<file path="src/rtl/mod_butterfly_pipe.sv">
`default_nettype none
// ============================================================================
//  Module   : mod_butterfly_pipe
//  Brief    : Pipelined (a+b) mod q / (a-b) mod q butterfly leg with
//             valid/ready backpressure and a retired-transaction counter.
//             Optional range check enabled by defining MOD_RANGE_CHK_EN.
//  Revision : 1.0 - initial release
// ============================================================================
module mod_butterfly_pipe #(
   parameter int W      = 8,
   parameter int STAGES = 2,
   parameter int CNT_W  = 16
) (
   input  logic             clk,
   input  logic             reset,
   input  logic             in_valid,
   output logic             in_ready,
   input  logic [1:0]       mode,
   input  logic [W-1:0]     q,
   input  logic [W-1:0]     a,
   input  logic [W-1:0]     b,
   output logic             out_valid,
   input  logic             out_ready,
   output logic [W-1:0]     out0,
   output logic [W-1:0]     out1,
   output logic [1:0]       out_mode,
   output logic [CNT_W-1:0] done_cnt
`ifdef MOD_RANGE_CHK_EN
   ,
   output logic             err,
   output logic             err_sticky
`endif
);

   localparam logic [1:0] c_MODE_SUB  = 2'b01;
   localparam logic [1:0] c_MODE_BFLY = 2'b10;

   logic [STAGES-1:0] r_valid;
   logic [STAGES-1:0] w_adv;

   logic [W:0]        r_sum0;
   logic [W-1:0]      r_dif0;
   logic [W-1:0]      r_q0;
   logic [1:0]        r_mode0;
   logic              r_lt0;

   logic [W-1:0]      w_sum_red;
   logic [W-1:0]      w_dif_red;
   logic [W-1:0]      w_res0;
   logic [W-1:0]      w_res1;

   logic [W-1:0]      r_res0 [1:STAGES-1];
   logic [W-1:0]      r_res1 [1:STAGES-1];
   logic [1:0]        r_mode [1:STAGES-1];

   logic [CNT_W-1:0]  r_done_cnt;
   logic              w_retire;

   // A stage may move when it or any stage downstream of it has a hole,
   // or when the output is being drained this cycle.
   always_comb begin
      logic w_full;
      w_full = 1'b1;
      w_adv  = '0;
      for (int k = STAGES - 1; k >= 0; k--) begin
         w_full   = w_full & r_valid[k];
         w_adv[k] = out_ready | ~w_full;
      end
   end

   assign in_ready  = w_adv[0];
   assign out_valid = r_valid[STAGES-1];
   assign w_retire  = r_valid[STAGES-1] & out_ready;

   always_ff @(posedge clk or negedge reset) begin
      if (!reset) begin
         r_valid <= '0;
      end else begin
         if (w_adv[0]) r_valid[0] <= in_valid;
         for (int k = 1; k < STAGES; k++) begin
            if (w_adv[k]) r_valid[k] <= r_valid[k-1];
         end
      end
   end

   always_ff @(posedge clk or negedge reset) begin
      if (!reset) begin
         r_sum0  <= '0;
         r_dif0  <= '0;
         r_q0    <= '0;
         r_mode0 <= '0;
         r_lt0   <= 1'b0;
      end else if (w_adv[0]) begin
         r_sum0  <= {1'b0, a} + {1'b0, b};
         r_dif0  <= a - b;
         r_q0    <= q;
         r_mode0 <= mode;
         r_lt0   <= (a < b);
      end
   end

   // Subtracting q from the W+1-bit sum only needs the low W bits of the result.
   always_comb begin
      w_sum_red = r_sum0[W-1:0];
      if (r_sum0 >= {1'b0, r_q0}) w_sum_red = r_sum0[W-1:0] - r_q0;
      w_dif_red = r_lt0 ? (r_dif0 + r_q0) : r_dif0;
      w_res0    = (r_mode0 == c_MODE_SUB)  ? w_dif_red : w_sum_red;
      w_res1    = (r_mode0 == c_MODE_BFLY) ? w_dif_red : '0;
   end

   always_ff @(posedge clk or negedge reset) begin
      if (!reset) begin
         for (int k = 1; k < STAGES; k++) begin
            r_res0[k] <= '0;
            r_res1[k] <= '0;
            r_mode[k] <= '0;
         end
      end else begin
         if (w_adv[1]) begin
            r_res0[1] <= w_res0;
            r_res1[1] <= w_res1;
            r_mode[1] <= r_mode0;
         end
         for (int k = 2; k < STAGES; k++) begin
            if (w_adv[k]) begin
               r_res0[k] <= r_res0[k-1];
               r_res1[k] <= r_res1[k-1];
               r_mode[k] <= r_mode[k-1];
            end
         end
      end
   end

   assign out0     = r_res0[STAGES-1];
   assign out1     = r_res1[STAGES-1];
   assign out_mode = r_mode[STAGES-1];

   always_ff @(posedge clk or negedge reset) begin
      if (!reset) begin
         r_done_cnt <= '0;
      end else if (w_retire) begin
         r_done_cnt <= r_done_cnt + 1'b1;
      end
   end

   assign done_cnt = r_done_cnt;

`ifdef MOD_RANGE_CHK_EN
   logic r_err0;
   logic r_err [1:STAGES-1];
   logic r_err_sticky;

   always_ff @(posedge clk or negedge reset) begin
      if (!reset) begin
         r_err0 <= 1'b0;
         for (int k = 1; k < STAGES; k++) r_err[k] <= 1'b0;
      end else begin
         if (w_adv[0]) r_err0 <= (a >= q) | (b >= q);
         if (w_adv[1]) r_err[1] <= r_err0;
         for (int k = 2; k < STAGES; k++) begin
            if (w_adv[k]) r_err[k] <= r_err[k-1];
         end
      end
   end

   always_ff @(posedge clk or negedge reset) begin
      if (!reset) begin
         r_err_sticky <= 1'b0;
      end else if (w_retire & r_err[STAGES-1]) begin
         r_err_sticky <= 1'b1;
      end
   end

   assign err        = r_err[STAGES-1];
   assign err_sticky = r_err_sticky;
`endif

endmodule
`default_nettype wire

</file>
<file path="config.mk">
export PLATFORM = sky130hd
export DESIGN_NAME = mod_butterfly_pipe
export DESIGN_NICKNAME = d
export VERILOG_FILES = /design/src/rtl/mod_butterfly_pipe.sv
export SDC_FILE = /design/constraint.sdc
export NUM_CORES = 1
export LEC_CHECK = 0
export CAP_MARGIN = 5
export CORE_MARGIN = 2
export CORE_UTILIZATION = 40
export DETAILED_ROUTE_END_ITERATION = 12
export HOLD_SLACK_MARGIN = 0.03
export PLACE_DENSITY = 0.65
export SYNTH_ARGS = -nofsm -noshare
export SYNTH_HDL_FRONTEND = slang
export SYNTH_SLANG_ARGS = --single-unit
</file>
<file path="constraint.sdc">
create_clock -name clk -period 2.15 [get_ports clk]
set_input_delay 0.43 -clock clk [delete_from_list [all_inputs] [get_ports clk]]
set_output_delay 0.43 -clock clk [all_outputs]
set_load 0.005 [all_outputs]
</file>
==> images/m2.png <==
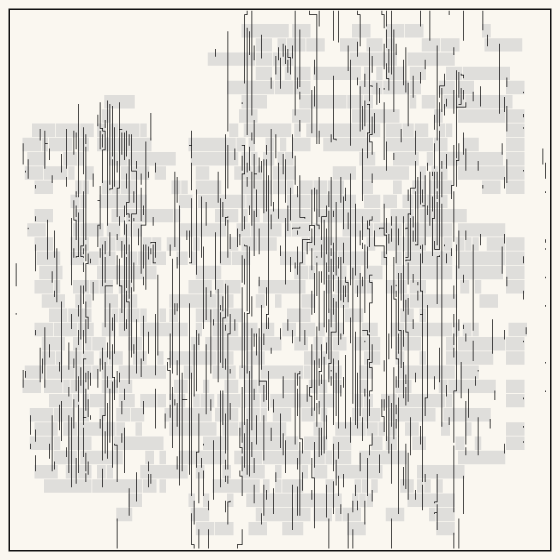
share of all routed wire	47%
nets with wire on the layer	507
wire length on this layer	4470 um
main direction	vertical
longest straight run	53.4 um
GRT met2 Usage: 29.2%
routed via count: 3440
total wire length: 9580 um

==> images/port_trees.png <==
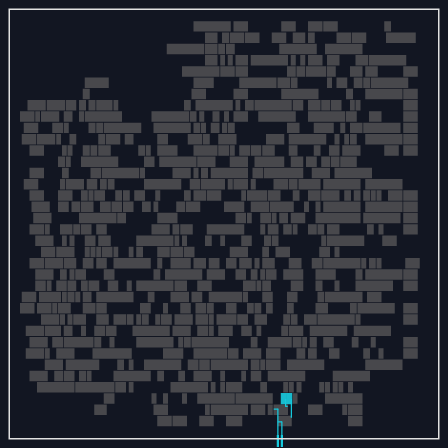
port	color	bits	direction	edge	end cells	buffers	wire
mode	cyan	2	input	bottom	2	2	18.6 um

==> images/placed.png <==
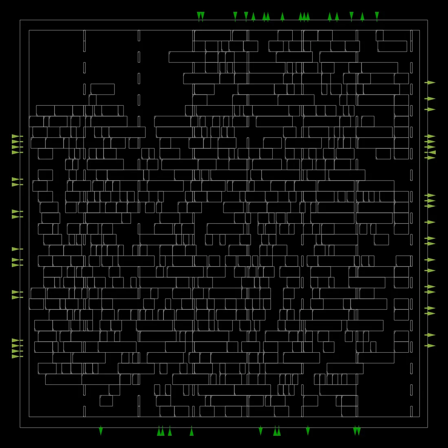
fin cells: 676
Tapcells: 133
filler cell count: 895
registers: 63

==> images/m3.png <==
The bar under the picture is 20 um long.
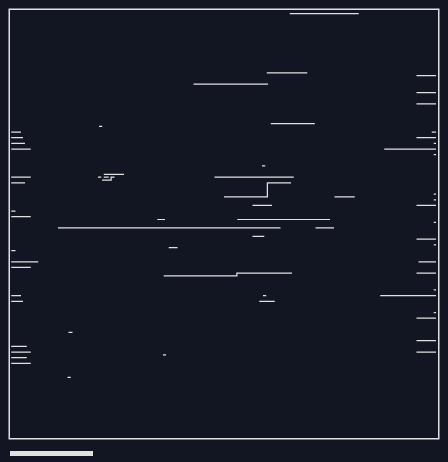
share of all routed wire	3.8%
longest straight run	53.4 um

==> results.toml <==
# yosys + openroad results
[outcome]
outcome = "finished, violations left"
violations = "negative setup slack"

[worst_setup_path]
crit_fanout = 4
critPathBufInv = 1
worst_setup_path_start_kind = "flip-flop"
crit_slowest_cell = "or4b_4"
cpLargestDelayFamily = "AND-OR/OR-AND gates"
path_class = "flip-flop to flip-flop"
endpoint_kind = "flip-flop"
cp.required_ps = 2410
cp_slowest_stage_delay_ps = 500
cp.arrival_ps = 2540

[global_route]
met1_usage_pct = 24.6
antenna_found_initial = 0
gr-total-overflow = 0
grt.total_usage_pct = 18.2
first_global_vias = 3203
grt_pass1_wl_um = 15000
use_met3_pct = 4.10
top_usage_layer = "met2"

[logic_synthesis]
synthArstFlopShare_pct = 100
ys_chip_area_um2 = 3940
edf_count = 0
yosysCellCount = 427
synthCells = 427
synth_area_per_cell_um2 = 9.22
flop_cell = "dfrtp_1"
synthTopCellsByCount = "63 x dfrtp_1, 52 x nand2_1, 32 x ha_1, 31 x inv_1, 31 x o21ai_0"
yosysSeqAreaShare_pct = 40.0
top_cell = "dfrtp_1"
synth_flops = 63
synth.area.top_cells = "dfrtp_1 40%, ha_1 10%, nand2_1 5.0%, xnor2_1 4.4%, o21ai_0 3.9%"
synthesis.nets = 493
netlist_area_um2 = 3940
synth_cell_types = 54
synth_top_area_share_pct = 40.0
yosysTopAreaCell = "dfrtp_1"

[route]
met2_length_um = 4470
wl_per_cell_um = 14.2
drt-met1-wl_um = 4570
drt_pass1_iterations = 4
vias_per_cell = 5.09
drcViolationCount = 0
wl_met3_um = 363

[sta]
hold_viol = 0
max_freq_ghz = 0.439
fin_ws_ps = -128
finalCritPeriodShare_pct = 106
worst_pin_slew_ps = 637
maxSlewHeadroom_pct = 57.5
period_needed_ps = 2280
setup_viol = 1
rsz0062_at_grt = "true"
clock_skew_ps = 10.2

[worst_hold_path]
min_path_type = "input port to async pin"

[clocking]
h-tree-depth = 3
clk_latency_ps = 350
cts.sinks = 63
postCtsResizedCells = 17
clock_path_buffers = 2
cts-root-buf = "clkbuf_8"
cts_tree = "yes"
cts_made_buffers = 9
hold_buffers = 0

[pwr]
power_density_nw_per_um2 = 869
p_sw_share_pct = 35.0
power_frac_comb_pct = 43.5
cell_internal_pwr_w = 0.00308
leakage_nw = 2.51
p_clk_share_pct = 21.3

[die]
fp_util_pct = 40.7
die_x_um = 103
rows = 36
core-area_um2 = 9680
io_pins = 66

[finish]
final_cell_mix = "61 x dfrtp_1, 59 x clkdlybuf4s50_1, 51 x nand2_1"
antenna_cells = 0
layout_top_cell = "dfrtp_1"
final_core_utilization_pct = 56.4
seq_area_um2 = 1580
final_area_um2 = 5460

[place]
dp_slack_ps = -435
port_buffers = 65
placed_cells = 652
hpwl_um = 7080
globalplace.congestion = 0.829

[job]
cap_violations = 0
tool_warnings = 37
-- registers in the layout, indices dropped and copies added (netlist names) --
| signal | flops |
|---|---|
| done_cnt | 16 |
| r_dif0 | 8 |
| r_q0 | 8 |
| r_mode0 | 2 |
| r_lt0 | 1 |
| out_mode | 2 |
| out0 | 8 |
| out1 | 8 |
| r_sum0 | 8 |
| r_valid | 2 |
-- power groups by stage --
| stage | sequential, W | combinational, W | clock [W] |
|---|---|---|---|
| after CTS | 0.00166 | 0.00191 | 0.00104 |
| final | 0.00167 | 0.00206 | 0.00101 |
| after detailed placement | 0.00168 | 0.00185 | 0 |
| after global routing | 0.00171 | 0.00228 | 0.00108 |
| after global placement | 0.00167 | 0.00181 | 0 |
| after floorplan | 0.00164 | 0.00105 | 0 |
-- worst paths after layout --
path / startpoint / endpoint / slack, ps / cells after the start
worst max-delay path: r_dif0[0] / out0[6] / -130 / 9
max in group asynchronous: reset / r_dif0[1] / 1760 / 2
min in group clk: b[0] / r_dif0[0] / 460 / 3
worst max register to register: r_dif0[0] / out0[6] / -130 / 9
worst min register to register: r_valid[0] / r_valid[1] / 470 / 1
worst min-delay path: reset / done_cnt[6] / 80 / 2
-- cells by family (layout without fill, tap and decap cells) --
| family | after synthesis | in the layout | synth area share (%) |
|---|---|---|---|
| simple gates | 134 | 134 | 16.1 |
| buf+inv | 45 | 160 | 4.29 |
| xor+xnor | 28 | 28 | 6.23 |
| fa+ha+maj | 36 | 36 | 12.2 |
| flops | 63 | 63 | 40.0 |
| mux | 10 | 10 | 2.57 |
| compound gates | 111 | 112 | 18.6 |
-- final cells by class --
class | instances | area share [%]
clock buffer | 10 | 2.34
clock inverter | 6 | 1.12
inverter | 31 | 2.13
multi-input combinational | 320 | 43.4
sequential | 63 | 28.9
tap | 133 | 3.05
timing repair buffer | 113 | 19.0
Power figures rest on the tool's default switching activity, not on a simulated workload.
